### config.mk
export PLATFORM = sky130hd
export DESIGN_NAME = inv_rr_arbiter6_flat
export DESIGN_NICKNAME = d
export VERILOG_FILES = /design/src/rtl/inv_rr_arbiter6_if.sv /design/src/rtl/inv_rr_arbiter6.sv /design/src/flat_wrapper.sv
export SDC_FILE = /design/constraint.sdc
export NUM_CORES = 1
export LEC_CHECK = 0
export ABC_AREA = 1
export CAP_MARGIN = 20
export CORE_MARGIN = 2
export CORE_UTILIZATION = 45
export CTS_BUF_LIST = sky130_fd_sc_hd__clkbuf_16
export DETAILED_ROUTE_END_ITERATION = 10
export PLACE_DENSITY = 0.68
export SLEW_MARGIN = 30
export SYNTH_ARGS = -nofsm -noshare
export SYNTH_HDL_FRONTEND = slang
export SYNTH_SLANG_ARGS = --single-unit
### constraint.sdc
create_clock -name clk -period 2.6 [get_ports clk]
set_clock_uncertainty 0.2 [all_clocks]
set_input_delay 0.52 -clock clk [delete_from_list [all_inputs] [get_ports clk]]
set_output_delay 0.52 -clock clk [all_outputs]
set_load 0.01 [all_outputs]
### src/rtl/inv_rr_arbiter6_if.sv
// Request/grant bundle between six requesters and the round-robin arbiter.
// master: requester side (drives req_n); slave: arbiter side (drives grants).
interface inv_rr_arbiter6_if;
  logic [5:0] req_n;
  logic [5:0] gnt_n;
  logic [2:0] gnt_idx;
  logic       busy;
  logic       timeout;

  modport master (
    output req_n,
    input  gnt_n,
    input  gnt_idx,
    input  busy,
    input  timeout
  );

  modport slave (
    input  req_n,
    output gnt_n,
    output gnt_idx,
    output busy,
    output timeout
  );
endinterface

### src/rtl/inv_rr_arbiter6.sv
// Six-way round-robin arbiter, active-low one-cold grants, bounded hold.
// Ports: clk, rst_n (sync, active-low), arb (slave: req_n in;
// gnt_n, gnt_idx, busy, timeout out -- all registered).
module inv_rr_arbiter6 #(
  parameter int unsigned HOLD_MAX = 15
) (
  input  logic               clk,
  input  logic               rst_n,
  inv_rr_arbiter6_if.slave   arb
);

  typedef enum logic [1:0] {
    S_IDLE  = 2'd0,
    S_GRANT = 2'd1,
    S_GAP   = 2'd2
  } state_t;

  localparam logic [7:0] HOLD_LIM = 8'(HOLD_MAX);

  state_t     state_q, state_d;
  logic [2:0] ptr_q, ptr_d;
  logic [2:0] idx_q, idx_d;
  logic [7:0] cnt_q, cnt_d;
  logic [5:0] gnt_n_q, gnt_n_d;
  logic       busy_q, busy_d;
  logic       tmo_q, tmo_d;

  logic       win_vld;
  logic [2:0] win_idx;

  // Modulo-6 reduction; callers never pass more than 10.
  function automatic logic [2:0] wrap6(input logic [3:0] s);
    logic [3:0] r;
    r = (s >= 4'd6) ? (s - 4'd6) : s;
    return r[2:0];
  endfunction

  // Scan from ptr with wrap. Walking the offsets downward lets the
  // smallest offset (closest to ptr) win without a found flag.
  always_comb begin
    win_vld = 1'b0;
    win_idx = ptr_q;
    for (int k = 5; k >= 0; k--) begin
      if (!arb.req_n[wrap6({1'b0, ptr_q} + 4'(k))]) begin
        win_vld = 1'b1;
        win_idx = wrap6({1'b0, ptr_q} + 4'(k));
      end
    end
  end

  always_comb begin
    state_d = state_q;
    ptr_d   = ptr_q;
    idx_d   = idx_q;
    cnt_d   = cnt_q;
    tmo_d   = 1'b0;
    unique case (state_q)
      S_GRANT: begin
        // Release wins over the hold limit on the same edge.
        if (arb.req_n[idx_q]) begin
          state_d = S_GAP;
          ptr_d   = wrap6({1'b0, idx_q} + 4'd1);
        end else if (cnt_q == HOLD_LIM) begin
          state_d = S_GAP;
          ptr_d   = wrap6({1'b0, idx_q} + 4'd1);
          tmo_d   = 1'b1;
        end else begin
          cnt_d = cnt_q + 8'd1;
        end
      end
      S_IDLE, S_GAP: begin
        if (win_vld) begin
          state_d = S_GRANT;
          idx_d   = win_idx;
          cnt_d   = 8'd1;
        end else begin
          state_d = S_IDLE;
        end
      end
      default: begin
        state_d = S_IDLE;
      end
    endcase
  end

  // Outputs follow the next state so they come straight off flops.
  always_comb begin
    busy_d  = (state_d == S_GRANT);
    gnt_n_d = 6'h3f;
    if (busy_d) begin
      gnt_n_d = ~(6'b000001 << idx_d);
    end
  end

  always_ff @(posedge clk) begin
    if (!rst_n) begin
      state_q <= S_IDLE;
      ptr_q   <= 3'd0;
      idx_q   <= 3'd0;
      cnt_q   <= 8'd0;
      gnt_n_q <= 6'h3f;
      busy_q  <= 1'b0;
      tmo_q   <= 1'b0;
    end else begin
      state_q <= state_d;
      ptr_q   <= ptr_d;
      idx_q   <= idx_d;
      cnt_q   <= cnt_d;
      gnt_n_q <= gnt_n_d;
      busy_q  <= busy_d;
      tmo_q   <= tmo_d;
    end
  end

  assign arb.gnt_n   = gnt_n_q;
  assign arb.gnt_idx = idx_q;
  assign arb.busy    = busy_q;
  assign arb.timeout = tmo_q;

endmodule

### src/flat_wrapper.sv
// flat-port wrapper written by rule: the top's interface ports become plain ports
module inv_rr_arbiter6_flat 
#(
  parameter int unsigned HOLD_MAX = 15
)
  (clk, rst_n, arb_req_n, arb_gnt_n, arb_gnt_idx, arb_busy, arb_timeout);
  inv_rr_arbiter6_if arb_i ();
  input  logic clk;
  input  logic rst_n;
  input wire logic [$bits(arb_i.req_n)-1:0] arb_req_n;
  output wire logic [$bits(arb_i.gnt_n)-1:0] arb_gnt_n;
  output wire logic [$bits(arb_i.gnt_idx)-1:0] arb_gnt_idx;
  output wire logic [$bits(arb_i.busy)-1:0] arb_busy;
  output wire logic [$bits(arb_i.timeout)-1:0] arb_timeout;
  assign arb_i.req_n = arb_req_n;
  assign arb_gnt_n = arb_i.gnt_n;
  assign arb_gnt_idx = arb_i.gnt_idx;
  assign arb_busy = arb_i.busy;
  assign arb_timeout = arb_i.timeout;
  inv_rr_arbiter6 #(.HOLD_MAX(HOLD_MAX)) u_core (.clk(clk), .rst_n(rst_n), .arb(arb_i));
endmodule
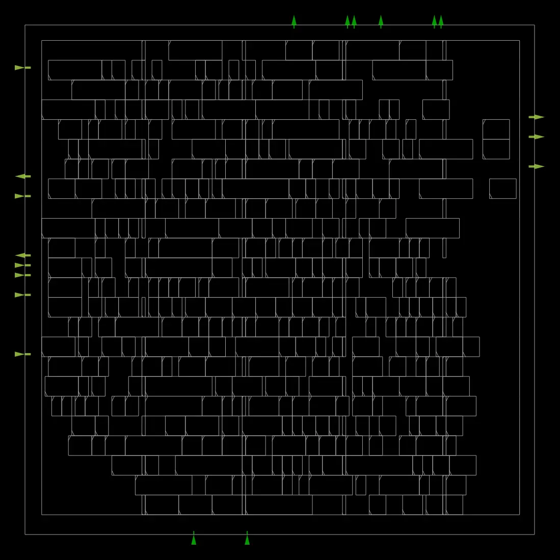
Run 1: cell placement
fin util: 67.4%
Finished Layout Cells: 426

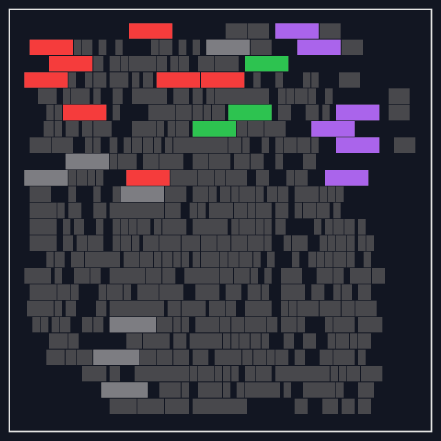
Run 1: sequential cells colored by netlist name
Drawn at 6 px/um. Other sequential cells in the stronger gray, the rest of the logic in the fainter gray.
color	netlist name	flops
green	`u_core.arb.gnt_idx`	3
purple	`u_core.arb.gnt_n`	6
red	`u_core.cnt_q`	8
not colored	7

==> ci_impl_report.md, run 1 <==
### Flow metrics

| Metric | Value |
|---|---|
| Gate count of the mapped netlist | about 320 |
| Routed wl met2 | 2520 um |
| Psw | 0.00188 W |
| Arrival @ worst endpoint | roughly 2.5 ns |
| M1 GR Usage | 27.4% |
| Post-synth area hogs | dfxtp_1, nand2_1, nand3_1 |
| Post-synth seq share | 24.4% |
| Met3 Usage GRT | 2.16% |
| Root Driver | clkbuf_16 |
| HP Class | flip-flop to flip-flop |
| Most used routing layer | met2 |
| Slew HR | between 70% and 80% |
| Total wire length | 5200 um |
| Setup crit end kind | flip-flop |
| Final WS setup | between 0.08 and 0.09 ns |
| Fp util | 45.8% |
| Cell family with most CP delay | simple AND/OR/NAND/NOR gates |
| Sequential share of cell area | roughly 17% |
| Vias in the first global route | 1855 |
| Layout cells sized above 1 | a little under two fifths |
| Flop pwr share | between 10 and 15% |
| Worst Min Path Start | u_core.cnt_q[1] |
| Routed wl met3 | around 240 um |
| Final Max Tran Viols | 0 |
| Clock buffer count | 3 |
| RR Endpoint | u_core.arb.gnt_n[1] |
| Final Instance Area | just under 3000 um^2 |
| Clock Network Area Fraction | under 10% |
| Tot Pwr | about 0.0038 W |
| IO Port Bufs | 18 |
| Multi-input combinational cell count | 244 |
| Crit. Startpoint | u_core.ptr_q[1] |
| Average size of a mapped cell | 6.21 um^2 |
| Comb. pwr | ~0.0029 W |
| Top class by area | logic gates |
| Gr ovfl total | 0 |
| Outcome | finished, final reports clean |
| Pre-Repair DR Iteration Count | 4 |
| Syn_nets | between 300 and 400 |
| # Cells Yosys | around 320 |
| Yosys warns | 0 |
| Comb gate area | about 1600 um^2 |
| WS Path Type | flip-flop to flip-flop |
| RSZ-0062 raised after global routing | yes |
| Worst EP required | between 2 and 3 ns |
| Non-clk bufs | ~58 |
| DRT antenna net count | 0 |
| First-pass GRT wire length | a little over 8000 um |
| Internal power | around 0.0019 W |
| Most instantiated logic cell after routing | nand2_1 |
| OpenROAD warnings | 35 |
| Largest net degree at the start of global routing | 14 |
| Clk. pwr | ~0.00033 W |
| Synthesis area per yosys | roughly 2000 um^2 |
| Crit-path max cell delay | between 0.3 and 0.4 ns |
| Row cnt | 24 |
| Non-clk invs | between 40 and 50 |
| N_diodes | 0 |
| Netlist cell types | 33 |
| Slowest CP cell | dfxtp_2 |
| Die Ht | ~70 um |
| Avg WL per Cell | 12.2 um |
| Overall routing resource usage | 19.9% |
| Seq Cell Count | 24 |
| Async set or reset register ratio after synthesis | 0% |
| CTS Hold Bufs | 0 |
| Leak pwr | about 1.4 nW |
| Metal-1 WL | about 2400 um |
| Critical Path Fanout Max | 7 |
| Worst reg2reg startpoint | u_core.ptr_q[1] |
| Seq power | 0.000529 W |
| Residual DRC count | 0 |
| CTS tree | done |
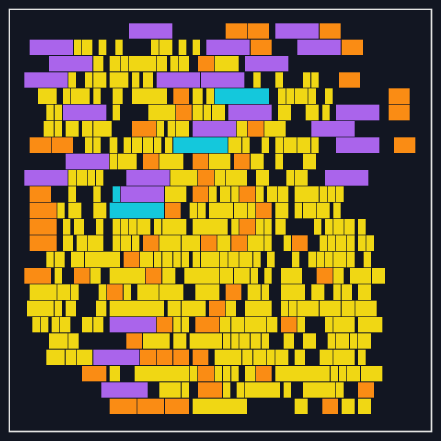
Run 1: placement by cell class
Drawn at 6 px/um.
color	class	cells
yellow	all other logic	288
purple	flip-flops	24
orange	other buffers and delay cells	58
cyan	clock drivers and dummy loads	4

-- run 1: registers in the layout (all words and copies together), names as in the netlist --
| signal | flops |
|---|---|
| u_core.arb.busy | 1 |
| u_core.arb.gnt_idx | 3 |
| u_core.arb.gnt_n | 6 |
| u_core.arb.timeout | 1 |
| u_core.cnt_q | 8 |
| u_core.ptr_q | 3 |
| u_core.state_q | 2 |
-- run 1: timing repair --
item,CTS,global route
gates resized,3,89
pin swaps,0,33
setup endpoints to repair,11,18
buffers inserted,0,9
-- run 1: logic make-up after synthesis --
kind of cell	after synthesis	share of synthesized area [%]
DFF	24	24.4
adders and majority gates	12	7.63
AOI/OAI and AO/OA	43	12.7
buffers and inverters	49	10.4
and+or+nand+nor	185	43.1
xor gates and xnor gates	4	1.78
Run 1, signal wires on met3:
Drawn at 4 px/um. Cells faint in the background.
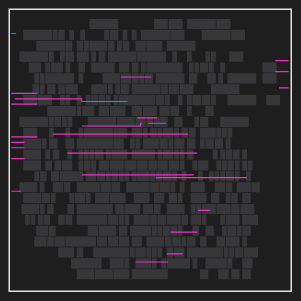

## Run 2: what changed since run 1
--- a/config.mk
+++ b/config.mk
@@ -12,6 +12,7 @@
 export CTS_BUF_LIST = sky130_fd_sc_hd__clkbuf_16
 export DETAILED_ROUTE_END_ITERATION = 10
 export PLACE_DENSITY = 0.68
+export SKIP_CTS_REPAIR_TIMING = 1
 export SLEW_MARGIN = 30
 export SYNTH_ARGS = -nofsm -noshare
 export SYNTH_HDL_FRONTEND = slang
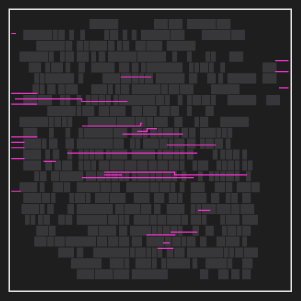
Run 2: signal wires on met3
Drawn at 4 px/um. Cells faint in the background.
nets with wire on the layer	25
share of all routed wire	4.7%
longest straight run	32.2 um

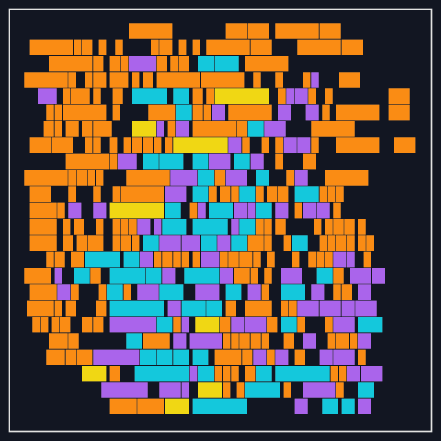
Run 2: drive-strength map
Drawn at 6 px/um.
color	size	cells	share
purple	drive 2	79	21%
yellow	drive 6 and up	8	2.1%
orange	drive 1 or less	231	62%
cyan	drive 3 to 4	56	15%

==> ci_impl_report.md, run 2 <==
### Flow metrics

| Metric | Value |
|---|---|
| And+or+nand+nor area frac | 43.1% (unchanged) |
| Comb. pwr | 0.00289 W (about the same) |
| Met3 Usage GRT | 2.16% (unchanged) |
| Largest register FFs | 8 (unchanged) |
| Final WS setup | 0.0740 ns (-0.00987 ns) |
| Overall routing resource usage | 19.9% (-0.030 points) |
| Tot Pwr | 0.00375 W (about the same) |
| Final Instance Area | 2890 um^2 (unchanged) |
| Routed wl met2 | 2520 um (about the same) |
| M1 GR Usage | 27.3% (-0.089 points) |
| Psw | 0.00187 W (about the same) |
| WS Path Type | flip-flop to flip-flop |
| Worst EP required | 2.55 ns (about the same) |
| Comb gate area | 1580 um^2 (unchanged) |
| Post-synth area hogs | dfxtp_1, nand2_1, nand3_1 |
| Most used routing layer | met2 |
| XOR/XNOR Area Share | 1.78% (unchanged) |
| Outcome | finished, final reports clean |
| Complex Gates by Area | 12.7% (unchanged) |
| Avg WL per Cell | 12.2 um (+0.12%) |
| Largest net degree at the start of global routing | 14 (unchanged) |
| Syn_nets | 337 (unchanged) |
| DRT antenna net count | 0 (unchanged) |
| Setup crit end kind | flip-flop |
| Average size of a mapped cell | 6.21 um^2 (unchanged) |
| Final Max Tran Viols | 0 (unchanged) |
| Die Ht | 70.1 um (unchanged) |
| Critical Path Fanout Max | 7 (unchanged) |
| Fa+ha+maj area frac | 7.63% (unchanged) |
| Async set or reset register ratio after synthesis | 0% (unchanged) |
| Worst Min Path Start | u_core.cnt_q[1] |
| Leak pwr | 1.37 nW (unchanged) |
| Clk. pwr | 0.000330 W (about the same) |
| Layout cells sized above 1 | 38.2% (unchanged) |
| Finished Layout Cells | 426 (unchanged) |
| CTS tree | done |
| Gate count of the mapped netlist | 317 (unchanged) |
| Netlist cell types | 33 (unchanged) |
| Seq power | 0.000530 W (about the same) |
| HP Class | flip-flop to flip-flop |
| Routed wl met3 | 245 um (+4.3%) |
run 2: worst min-delay path by stage:
stage                                  to  slack (ns)  depth (start not counted)
final                     u_core.cnt_q[1]        0.30                          2
after global routing      u_core.cnt_q[7]        0.33                          2
after CTS                 u_core.cnt_q[1]        0.30                          2
after detailed placement  u_core.cnt_q[1]        0.29                          2
after global placement    u_core.cnt_q[1]        0.28                          2
after floorplan           u_core.cnt_q[2]        0.25                          1
run 2: cell type report:
cell class                      count  share of cell area (%)
Timing Repair Buffer               58                    17.8
Inverter                           44                    5.88
Clock inverter                      1                   0.130
Tap cell                           52                    2.25
Clock buffer                        3                    2.59
Sequential cell                    24                    16.7
Multi-Input combinational cell    244                    54.6
Run 2, placement by cell class:
Drawn at 6 px/um.
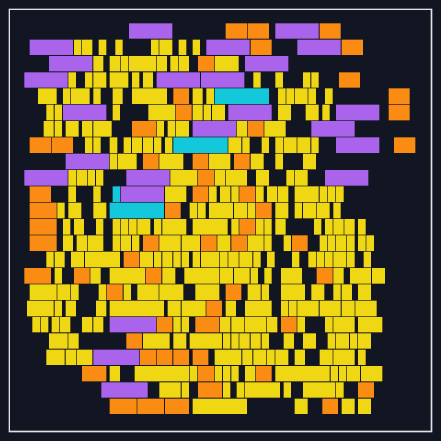

## Run 3: what changed since run 2
--- a/config.mk
+++ b/config.mk
@@ -7,7 +7,6 @@
 export LEC_CHECK = 0
 export ABC_AREA = 1
 export CAP_MARGIN = 20
-export CORE_MARGIN = 2
 export CORE_UTILIZATION = 45
 export CTS_BUF_LIST = sky130_fd_sc_hd__clkbuf_16
 export DETAILED_ROUTE_END_ITERATION = 10
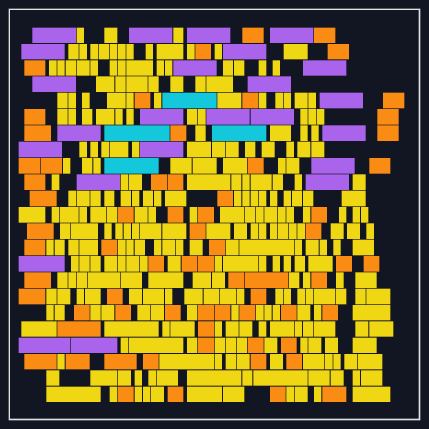
Run 3: placement by cell class
Drawn at 6 px/um.
color	class	cells
yellow	all other logic	288
purple	flip-flops	24
cyan	clock drivers and dummy loads	4
orange	other buffers and delay cells	67

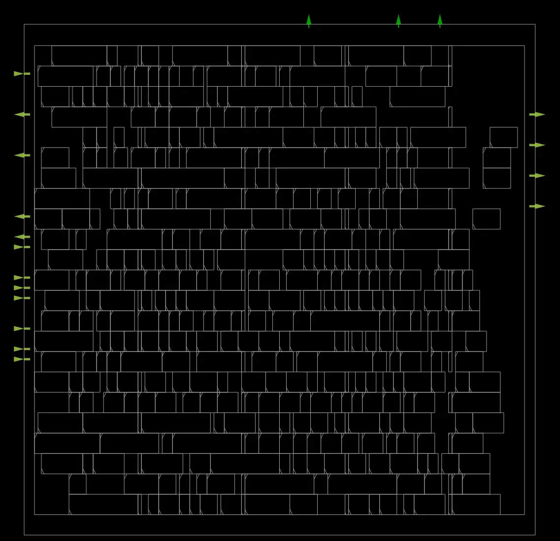
Run 3: cell placement
row cnt: 23
Finished Layout Cells: 433
Seq Cell Count: 24
CORE AREA: 4090 um^2
# fillers: 282

==> ci_impl_report.md, run 3 <==
### Flow metrics

| Metric | Value |
|---|---|
| Outcome | finished, final reports clean |
| Worst EP required | 2.55 ns (about the same) |
| Top power group | combinational logic |
| Leak pwr | 1.45 nW (+5.7%) |
| Clk. pwr | 0.000436 W (+32%) |
| Die Ht | 68.1 um (-2.9%) |
| Via/cell ratio | roughly 5.4 |
| Hold EP | u_core.cnt_q[1] |
| CTS tree | done |
| Total wire length | around 6000 um |
| XOR/XNOR Area Share | 1.78% (unchanged) |
| Critical Path Fanout Max | 7 (unchanged) |
| Post-synth area hogs | dfxtp_1, nand2_1, nand3_1 |
| OpenROAD warnings | 35 |
| Syn_nets | 337 (unchanged) |
| Worst Min Path Start | u_core.cnt_q[1] |
| DRT antenna net count | 0 (unchanged) |
| Seq power | 0.000536 W (+1%) |
| First-pass GRT wire length | 8160 um |
| Fa+ha+maj area frac | 7.63% (unchanged) |
| Layout cells sized above 1 | 42.8% (+4.6 points) |
| Setup crit end kind | flip-flop |
| Largest net degree at the start of global routing | 18 (+4) |
| Final period util | between 90% and 100% |
| Post-synth seq share | between 20 and 25% |
| Gate count of the mapped netlist | 317 (unchanged) |
| Logic gate share of total power | 78.2% |
| CP Cell Sequence | inv_4, buf_8, ha_4, buf_4, nand2_2, nand3b_4, nand2_2, inv_2, nand2_2, nor2_2, nand2_2, nor2_4, nand2_2, nand2_4, nor2_1, nand2_1, nand2_2, nor2_4, nand2_1 |
| Flop pwr share | a little under an eighth |
| Overall routing resource usage | 23.1% (+3.2 points) |
| WHS | 0.293 ns |
| Final Hold Viols | 0 |
| Die ar. | 4640 um^2 |
| Average size of a mapped cell | 6.21 um^2 (unchanged) |
| HP Class | flip-flop to flip-flop |
| Final WS setup | 0.0383 ns (-0.0357 ns) |
| And+or+nand+nor area frac | 43.1% (unchanged) |
| Area after DPL | approximately 2400 um^2 |
| Async set or reset register ratio after synthesis | 0% (unchanged) |
| Netlist cell types | 33 (unchanged) |
| Final Max Tran Viols | 0 (unchanged) |
| Seq cells post-synth | 24 |
| Comb. pwr | 0.00349 W (+21%) |
| Final Instance Area | 3110 um^2 (+7.4%) |
| Buf/Inv on CP | 4 |
| WS Path Type | flip-flop to flip-flop |
| Comb gate area | 1680 um^2 (+6.0%) |
| Complex Gates by Area | 12.7% (unchanged) |
| Avg WL per Cell | 14.2 um (+16%) |
| Psw | 0.00216 W (+15%) |
| Clk buf depth | 2 |
| Tot Pwr | 0.00446 W (+19%) |
| Hold path cells | 2 (unchanged) |
| Largest register FFs | 8 (unchanged) |
run 3: cell types whose count changed in the layout (fill, tap and decap cells not counted), sizes merged:
cell / change
clkdlybuf4s50: +1
bufinv: +1
clkinv: -1
buf: +9
dlymetal6s2s: -1
run 3: kinds of logic after synthesis:
group	after synthesis
fa+ha+maj	12
buf+inv	49
compound gates	43
flops	24
xor+xnor	4
simple gates	185
run 3: metal layers:
layer	vias to the layer above	wire length, um	share of wire, %	GRT usage, %
met5	-	0	0	0
met2	86	3100	51	37.5
met4	0	205	3.3	5.21
met1	1063	2520	41	32.4
li1	1163	-	-	-
met3	26	317	5.2	2.50
run 3: area by class of cell:
class,count,area share [%]
multi-input combinational,244,53.9
timing repair buffer,67,19.6
sequential,24,15.7
inverter,44,5.47
clock buffer,3,2.41
tap,50,2.01
clock inverter,1,0.966
Power is estimated from default activity; no workload was simulated.
